### Met1 routing, run 1

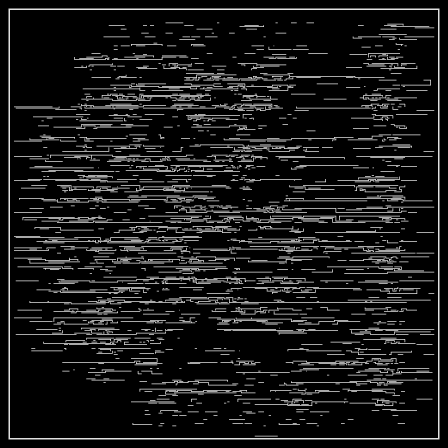
### Met2 routing, run 1

Bar = 20 um. Cells faint in the background.
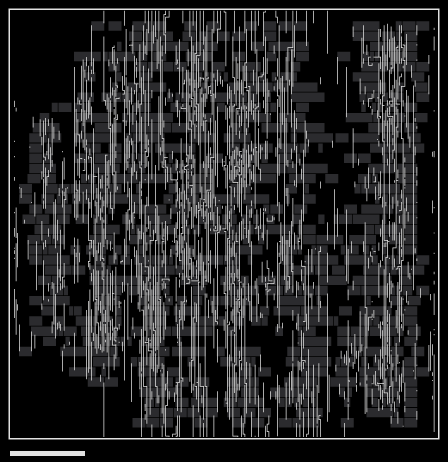
### The metal 3 layer, run 1

Bar = 20 um.
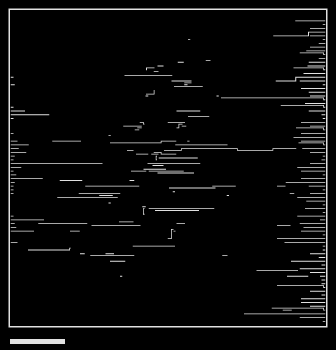
$ cat src/rtl/ifetch.sv
// Instruction-fetch stage: owns the PC, issues one outstanding word read at a
// time, and hands fetched words to decode through a valid/stall output register.
// Redirects squash the held entry, pulse pipe_flush, and either retarget the PC
// or, for a misaligned target, emit a NOP bubble flagged as misaligned.
module ifetch #(
  parameter logic [31:0] RESET_PC = 32'h0000_0000,
  parameter logic [31:0] NOP_INS  = 32'h0000_0013
) (
  input  logic        clk,
  input  logic        rst,
  input  logic        taken,
  input  logic [31:0] target,
  input  logic        stall,
  output logic        imem_req,
  output logic [31:0] imem_addr,
  input  logic        imem_ready,
  input  logic        imem_rvalid,
  input  logic [31:0] imem_rdata,
  output logic        if_valid,
  output logic [31:0] if_pc,
  output logic [31:0] if_ins,
  output logic        if_misalign,
  output logic        pipe_flush
);

  typedef enum logic [1:0] {
    S_REQ     = 2'd0,
    S_WAIT    = 2'd1,
    S_DISCARD = 2'd2,
    S_HOLD    = 2'd3
  } state_t;

  state_t      state_q;
  logic [31:0] pc_q;
  logic        valid_q;
  logic [31:0] out_pc_q;
  logic [31:0] out_ins_q;
  logic        out_mis_q;
  logic        flush_q;
  logic        hold_after_q;   // leave DISCARD for HOLD instead of REQ

  logic can_issue;
  logic accept;
  logic in_flight;

  // Request side is combinational from state, pc, output occupancy and stall.
  always_comb begin
    can_issue = !valid_q || !stall;
    imem_req  = (state_q == S_REQ) && can_issue && !rst;
    imem_addr = pc_q;
    accept    = imem_req && imem_ready;
    // A response arriving in the same cycle as the redirect is dropped right
    // now, so nothing remains outstanding for DISCARD to wait on.
    in_flight = accept ||
                (((state_q == S_WAIT) || (state_q == S_DISCARD)) && !imem_rvalid);
  end

  // Fetch FSM with the output register and the flush pulse.
  always_ff @(posedge clk) begin
    if (rst) begin
      state_q      <= S_REQ;
      pc_q         <= RESET_PC;
      valid_q      <= 1'b0;
      out_pc_q     <= 32'h0;
      out_ins_q    <= 32'h0;
      out_mis_q    <= 1'b0;
      flush_q      <= 1'b0;
      hold_after_q <= 1'b0;
    end else begin
      flush_q <= taken;
      if (taken) begin
        if (target[1:0] == 2'b00) begin
          pc_q         <= target;
          valid_q      <= 1'b0;
          hold_after_q <= 1'b0;
          state_q      <= in_flight ? S_DISCARD : S_REQ;
        end else begin
          valid_q      <= 1'b1;
          out_pc_q     <= target;
          out_ins_q    <= NOP_INS;
          out_mis_q    <= 1'b1;
          hold_after_q <= in_flight;
          state_q      <= in_flight ? S_DISCARD : S_HOLD;
        end
      end else begin
        if (valid_q && !stall) begin
          valid_q <= 1'b0;
        end
        case (state_q)
          S_REQ: begin
            if (accept) begin
              state_q <= S_WAIT;
            end
          end
          S_WAIT: begin
            if (imem_rvalid) begin
              valid_q   <= 1'b1;
              out_pc_q  <= pc_q;
              out_ins_q <= imem_rdata;
              out_mis_q <= 1'b0;
              pc_q      <= pc_q + 32'd4;
              state_q   <= S_REQ;
            end
          end
          S_DISCARD: begin
            if (imem_rvalid) begin
              state_q      <= hold_after_q ? S_HOLD : S_REQ;
              hold_after_q <= 1'b0;
            end
          end
          default: begin
            state_q <= S_HOLD;
          end
        endcase
      end
    end
  end

  assign if_valid    = valid_q;
  assign if_pc       = out_pc_q;
  assign if_ins      = out_ins_q;
  assign if_misalign = out_mis_q;
  assign pipe_flush  = flush_q;

endmodule

$ cat config.mk
export PLATFORM = sky130hd
export DESIGN_NAME = ifetch
export DESIGN_NICKNAME = d
export VERILOG_FILES = /design/src/rtl/ifetch.sv
export SDC_FILE = /design/constraint.sdc
export NUM_CORES = 1
export LEC_CHECK = 0
export CAP_MARGIN = 20
export CORE_MARGIN = 2
export CORE_UTILIZATION = 40
export CTS_CLUSTER_DIAMETER = 50
export DETAILED_ROUTE_END_ITERATION = 12
export PLACE_DENSITY = 0.72
export REMOVE_ABC_BUFFERS = 1
export SLEW_MARGIN = 20
export SYNTH_ARGS = -nofsm -noshare
export SYNTH_HDL_FRONTEND = slang
export SYNTH_SLANG_ARGS = --single-unit
$ cat constraint.sdc
create_clock -name clk -period 3 [get_ports clk]
set_input_delay 0.45 -clock clk [delete_from_list [all_inputs] [get_ports clk]]
set_output_delay 0.45 -clock clk [all_outputs]
set_load 0.02 [all_outputs]
==> results.txt, run 1 <==
run metrics: final std cells w/o fill=900, Fill cells=~1100, max-cap viol count=0, Worst path most repeated cell=inv_1, P_clk=1.24 mW, Core Rows=approximately 40, die width=114 um, Synth Cell Area=4880 um^2, vias in the first global route=4767, CTS Sinks=102, Max Clk Rate=422 MHz, actual slew at the worst max-slew pin=around 1000 ps, post-layout min period=~2400 ps, Area Growth Syn to Fin=42.2%, die area=13100 um^2, worst hold-check path type=reg2reg, total core area=~12000 um^2, Starting Density=40.8%, Final HPWL DP=around 11000 um, 1st-iter DRT viols=434, crit path max fanout=4, maximum root-to-sink buffer count=2, Seq power=between 1.5 and 2 mW, register share after synthesis=41.8%, total gr overflow=0, outcome=finished clean, met1 WL=6650 um, FF-to-FF Start=imem_addr[2], post-layout period usage=approximately four fifths, GRT busiest layer=met2, Gate power share=22.1%, cts hold-fix bufs=0, Yosys cell types=50, top cells by count, synth=102 x dfxtp_1, 69 x nand2_1, 59 x nor2_1, 58 x a21oi_1, 47 x nand3_1, Worst Setup SP=state_q[0], crit-path cells=inv_1 > ha_1 > inv_1 > nor3_1 > clkdlybuf4s50_1, first-pass GRT wire length=24400 um, Max-slew headroom=34.5%, Setup crit end=imem_req, initial antenna violation count=0, yosys warns=0, cell type with the largest total area=dfxtp_1, Setup Skew=7.40 ps, most frequent logic cell in the layout=clkdlybuf4s50_1, met1 GRT Util=30.0%, number of enable flip-flop cells=0, share of cells above drive strength 1=4.91%, final setup margin=630 ps, Final Cell Area=about 6900 um^2, Hold Path End=if_ins[29], Critical Setup Path Class=reg2out, drt wl/cell=17.3 um, Lkg Pwr=2.45 nW, Final Core Density=around three fifths, Placed Area=6630 um^2, Clock power frac=34.8%, Final setup viols=0, Syn Area/Cell=8.04 um^2, RSZ-0062 raised after global routing=no, CP Buf/Inv Count=3, yosys stat chip area=4880 um^2, Routed Antenna Nets=0, Cell Pwr Density=514 nW/um^2, r2r setup slk=820 ps, Hold Slack=approximately 450 ps, Dominant cell area share=between 40% and 50%, Die Ht=114 um, pin count of the biggest net entering global routing=approximately 70, critical path's slowest cell=clkdlybuf4s50_1, H-Tree Depth=3, Int Power=2.55 mW, PortBufs=~170, Worst VDD drop=231 uV, tool warnings=28, GR Util met3=4.24%, critical path depth=5
Notes on 'Met1 routing' above:
wire length on this layer	6650 um
nets with wire on the layer	732
share of all routed wire	43%
main direction	horizontal

Notes on 'Met2 routing' above:
wire length on this layer	7300 um
longest straight run	54.6 um
main direction	vertical
nets with wire on the layer	699
M2 GR Usage: 38.0%
vias: 5228
WL final: 15500 um

Notes on 'The metal 3 layer' above:
share of all routed wire	8.2%
wire length on this layer	1280 um
nets with wire on the layer	163
longest straight run	37.0 um
main direction	horizontal

## run 1: area by class of cell
class	count	area [um^2]	share of cell area, %
Clock inverter	6	86.3	1.24
Clock buffer	10	229	3.30
Tap cell	147	184	2.65
Inverter	9	33.8	0.487
Sequential cell	102	2040	29.4
Timing Repair Buffer	182	1780	25.7
Multi-Input combinational cell	444	2580	37.2
## run 1: cells by family (layout without fill, tap and decap cells)
| group | Yosys count | count (layout) | share of synthesized area [%] |
|---|---|---|---|
| and+or+nand+nor | 248 | 248 | 24.4 |
| DFF | 102 | 102 | 41.8 |
| AOI/OAI and AO/OA | 169 | 169 | 22.5 |
| adders and majority gates | 5 | 5 | 1.28 |
| buffers and inverters | 61 | 207 | 5.44 |
| muxes | 22 | 22 | 4.51 |
### Met4 routing, run 1

Cells faint in the background.
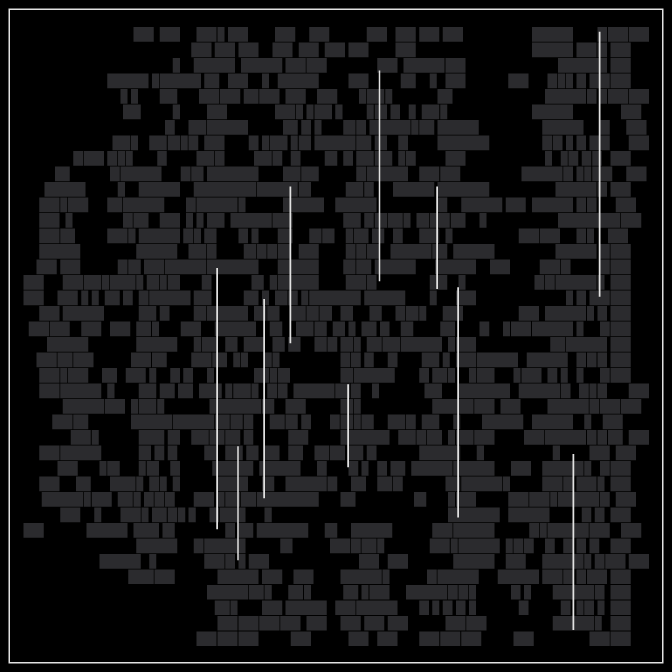

## Run 2: what changed since run 1
==> constraint.sdc (replaced) <==
create_clock -name clk -period 2.2 [get_ports clk]
set_input_delay 0.33 -clock clk [delete_from_list [all_inputs] [get_ports clk]]
set_output_delay 0.33 -clock clk [all_outputs]
set_load 0.02 [all_outputs]
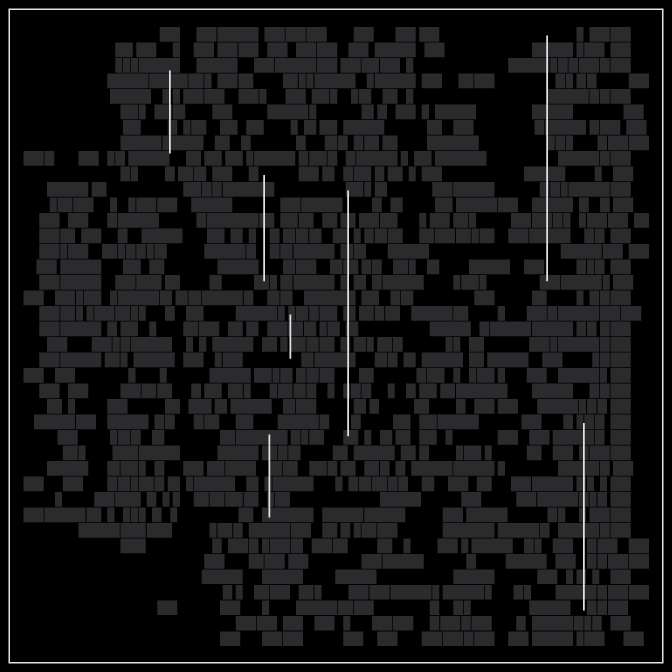
*Met4 routing, run 2*
Cells faint in the background.
wire length on this layer	173 um
longest straight run	42.8 um
nets with wire on the layer	6

==> run 2 against run 1 <==
Flip-flop count did not move. Clock skew fell by 1.3 ps. Count of clock-buffer cells in the layout decreased by 1. Wire length up 1.5%. Die size unchanged. Largest cell class unchanged. Critical endpoint is now imem_addr[28]. Register-to-register slack worse by 610 ps.
==> results.txt, run 2 <==
run metrics: Inst Count DP=915, crit path max fanout=10 (+6), Hold Path End=if_ins[26], CP Buf/Inv Count=0 (-3), Final Core Density=60.1% (+2.1 points), Area Growth Syn to Fin=47.4%, M2 GR Usage=39.9% (+1.9 points), register area=2040 um^2 (unchanged), Total Power Consumption=4.77 mW, Required @ worst endpoint=2470 ps, die width=114 um (unchanged), post-layout min period=1990 ps, Top cells by area=dfxtp_1 42%, a21oi_1 5.9%, nand2_1 5.3%, Routed Antenna Nets=0 (unchanged), cts hold-fix bufs=0 (unchanged), top cells by count, synth=102 x dfxtp_1, 69 x nand2_1, 59 x nor2_1, 58 x a21oi_1, 47 x nand3_1, postcts setup bufs=0, number of enable flip-flop cells=0 (unchanged), critical path depth=5 (unchanged), yosys warns=0 (unchanged), Lkg Pwr=2.62 nW (+7.0%), Fill cells=1066 (-6.0%), Setup Skew=6.06 ps (-1.33 ps), critical path's slowest cell=and4_1, initial antenna violation count=0 (unchanged), CTS Sinks=102 (unchanged), Setup crit end=imem_addr[28], crit-path cells=and4_1 > nand2_1 > or3_1 > or4_1 > o211ai_1, yosys stat chip area=4880 um^2 (unchanged), #FFs+latches synth=102, hold path start=if_ins[26], outcome=finished clean, Hold Slack=454 ps (+1.72 ps), met1 GRT Util=31.6% (+1.6 points), arrival time worst endpoint=between 2000 and 2500 ps, Core Rows=40 (unchanged), drt wl/cell=16.9 um (-1.9%), Final Wtd Congestion=between 0.8 and 0.9, total core area=12000 um^2 (unchanged), total gr overflow=0 (unchanged), first-pass GRT wire length=25200 um (+3.3%), final net count=854, actual slew at the worst max-slew pin=621 ps (-362 ps), final setup margin=209 ps (-421 ps), total track usage=23.9%, Starting Density=40.8% (unchanged), cell type with the largest total area=dfxtp_1, maximum root-to-sink buffer count=2 (unchanged), Dominant cell area share=41.8% (unchanged), Worst Setup SP=imem_addr[14], GR Util met3=4.39% (+0.16 points), H-Tree Depth=3 (unchanged), Max Clk Rate=about 500 MHz, PortBufs=169 (unchanged), CP max stage delay=470 ps, 1st-iter DRT viols=497 (+15%), logic area=2580 um^2 (unchanged), post-layout period usage=90.5%, Final HPWL DP=11600 um (+4.6%), Placed Area=6910 um^2 (+4.3%), final std cells w/o fill=931 (+3.4%), First-pass DRT Iterations=6, CTS tree=done, Ports=170, FF-to-FF End=imem_addr[28], Syn Area/Cell=8.04 um^2 (unchanged), WL met2=7450 um, clk slew on worst S/H paths=70 ps, Hold Path Stages=2, Critical Setup Path Class=reg2reg, GRT busiest layer=met2, WL met3=about 1200 um, Synth Cell Area=4880 um^2 (unchanged), die area=13100 um^2 (unchanged), critical path's top delay family=simple AND/OR/NAND/NOR gates, r2r setup slk=210 ps (-610 ps), Final Max Slew Viols=0, Worst VDD drop=321 uV (+39%), Final setup viols=0 (unchanged), Final Cell Area=7190 um^2 (+3.6%), Cell Pwr Density=663 nW/um^2 (+29%), vias per std cell=5.71, most frequent logic cell in the layout=clkdlybuf4s50_1, met1 WL=6960 um (+4.8%), tool warnings=28 (unchanged), RSZ-0062 raised after global routing=no, vias in the first global route=4982 (+4.5%), FF-to-FF Start=imem_addr[14], Max-slew headroom=58.6% (+24 points), pre-CTS setup slack=-27.7 ps, pin count of the biggest net entering global routing=48 (-33%), max-cap viol count=0 (unchanged), Yosys cell types=50 (unchanged), Die Ht=114 um (unchanged), register share after synthesis=41.8% (unchanged), worst hold-check path type=reg2reg, setup TNS=0 ps, Worst R2R Path Depth=5, Yosys top cell by instances=dfxtp_1, share of cells above drive strength 1=8.80% (+3.9 points), top layer in use=met4
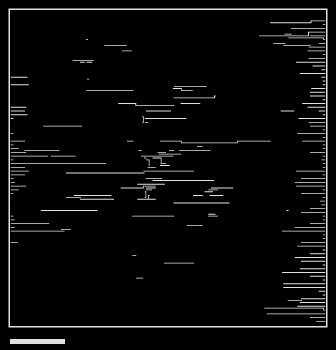
*The metal 3 layer, run 2*
Bar = 20 um.
wire length on this layer	1180 um
longest straight run	34.3 um
main direction	horizontal
nets with wire on the layer	158
share of all routed wire	7.5%
vias: 5312
WL final: 15800 um

## run 2: cell counts after synthesis
No cell type changed its count.
## run 2: cells by family after synthesis
logic type	synth area share, %
compound gates	22.5
fa+ha+maj	1.28
buf+inv	5.44
flops	41.8
mux	4.51
simple gates	24.4
## run 2: area by class of cell
| type | count | share of cell area, % |
|---|---|---|
| timing repair buffer | 213 | 28.7 |
| sequential | 102 | 28.4 |
| clock inverter | 7 | 0.783 |
| clock buffer | 9 | 3.13 |
| tap | 147 | 2.56 |
| inverter | 9 | 0.470 |
| multi-input combinational | 444 | 35.9 |
## run 2: worst min-delay path, delay by kind of cell (launching register included)
family	cells	cell delay, ps
compound gates	1	50
flops	1	310
simple gates	1	50
## run 2: power by group
group	switching (mW)	internal [mW]
sequential	0.0877	1.98
combinational	0.616	0.561
clock	0.745	0.780
No activity file was given, so power comes from the tool's default toggle rates.
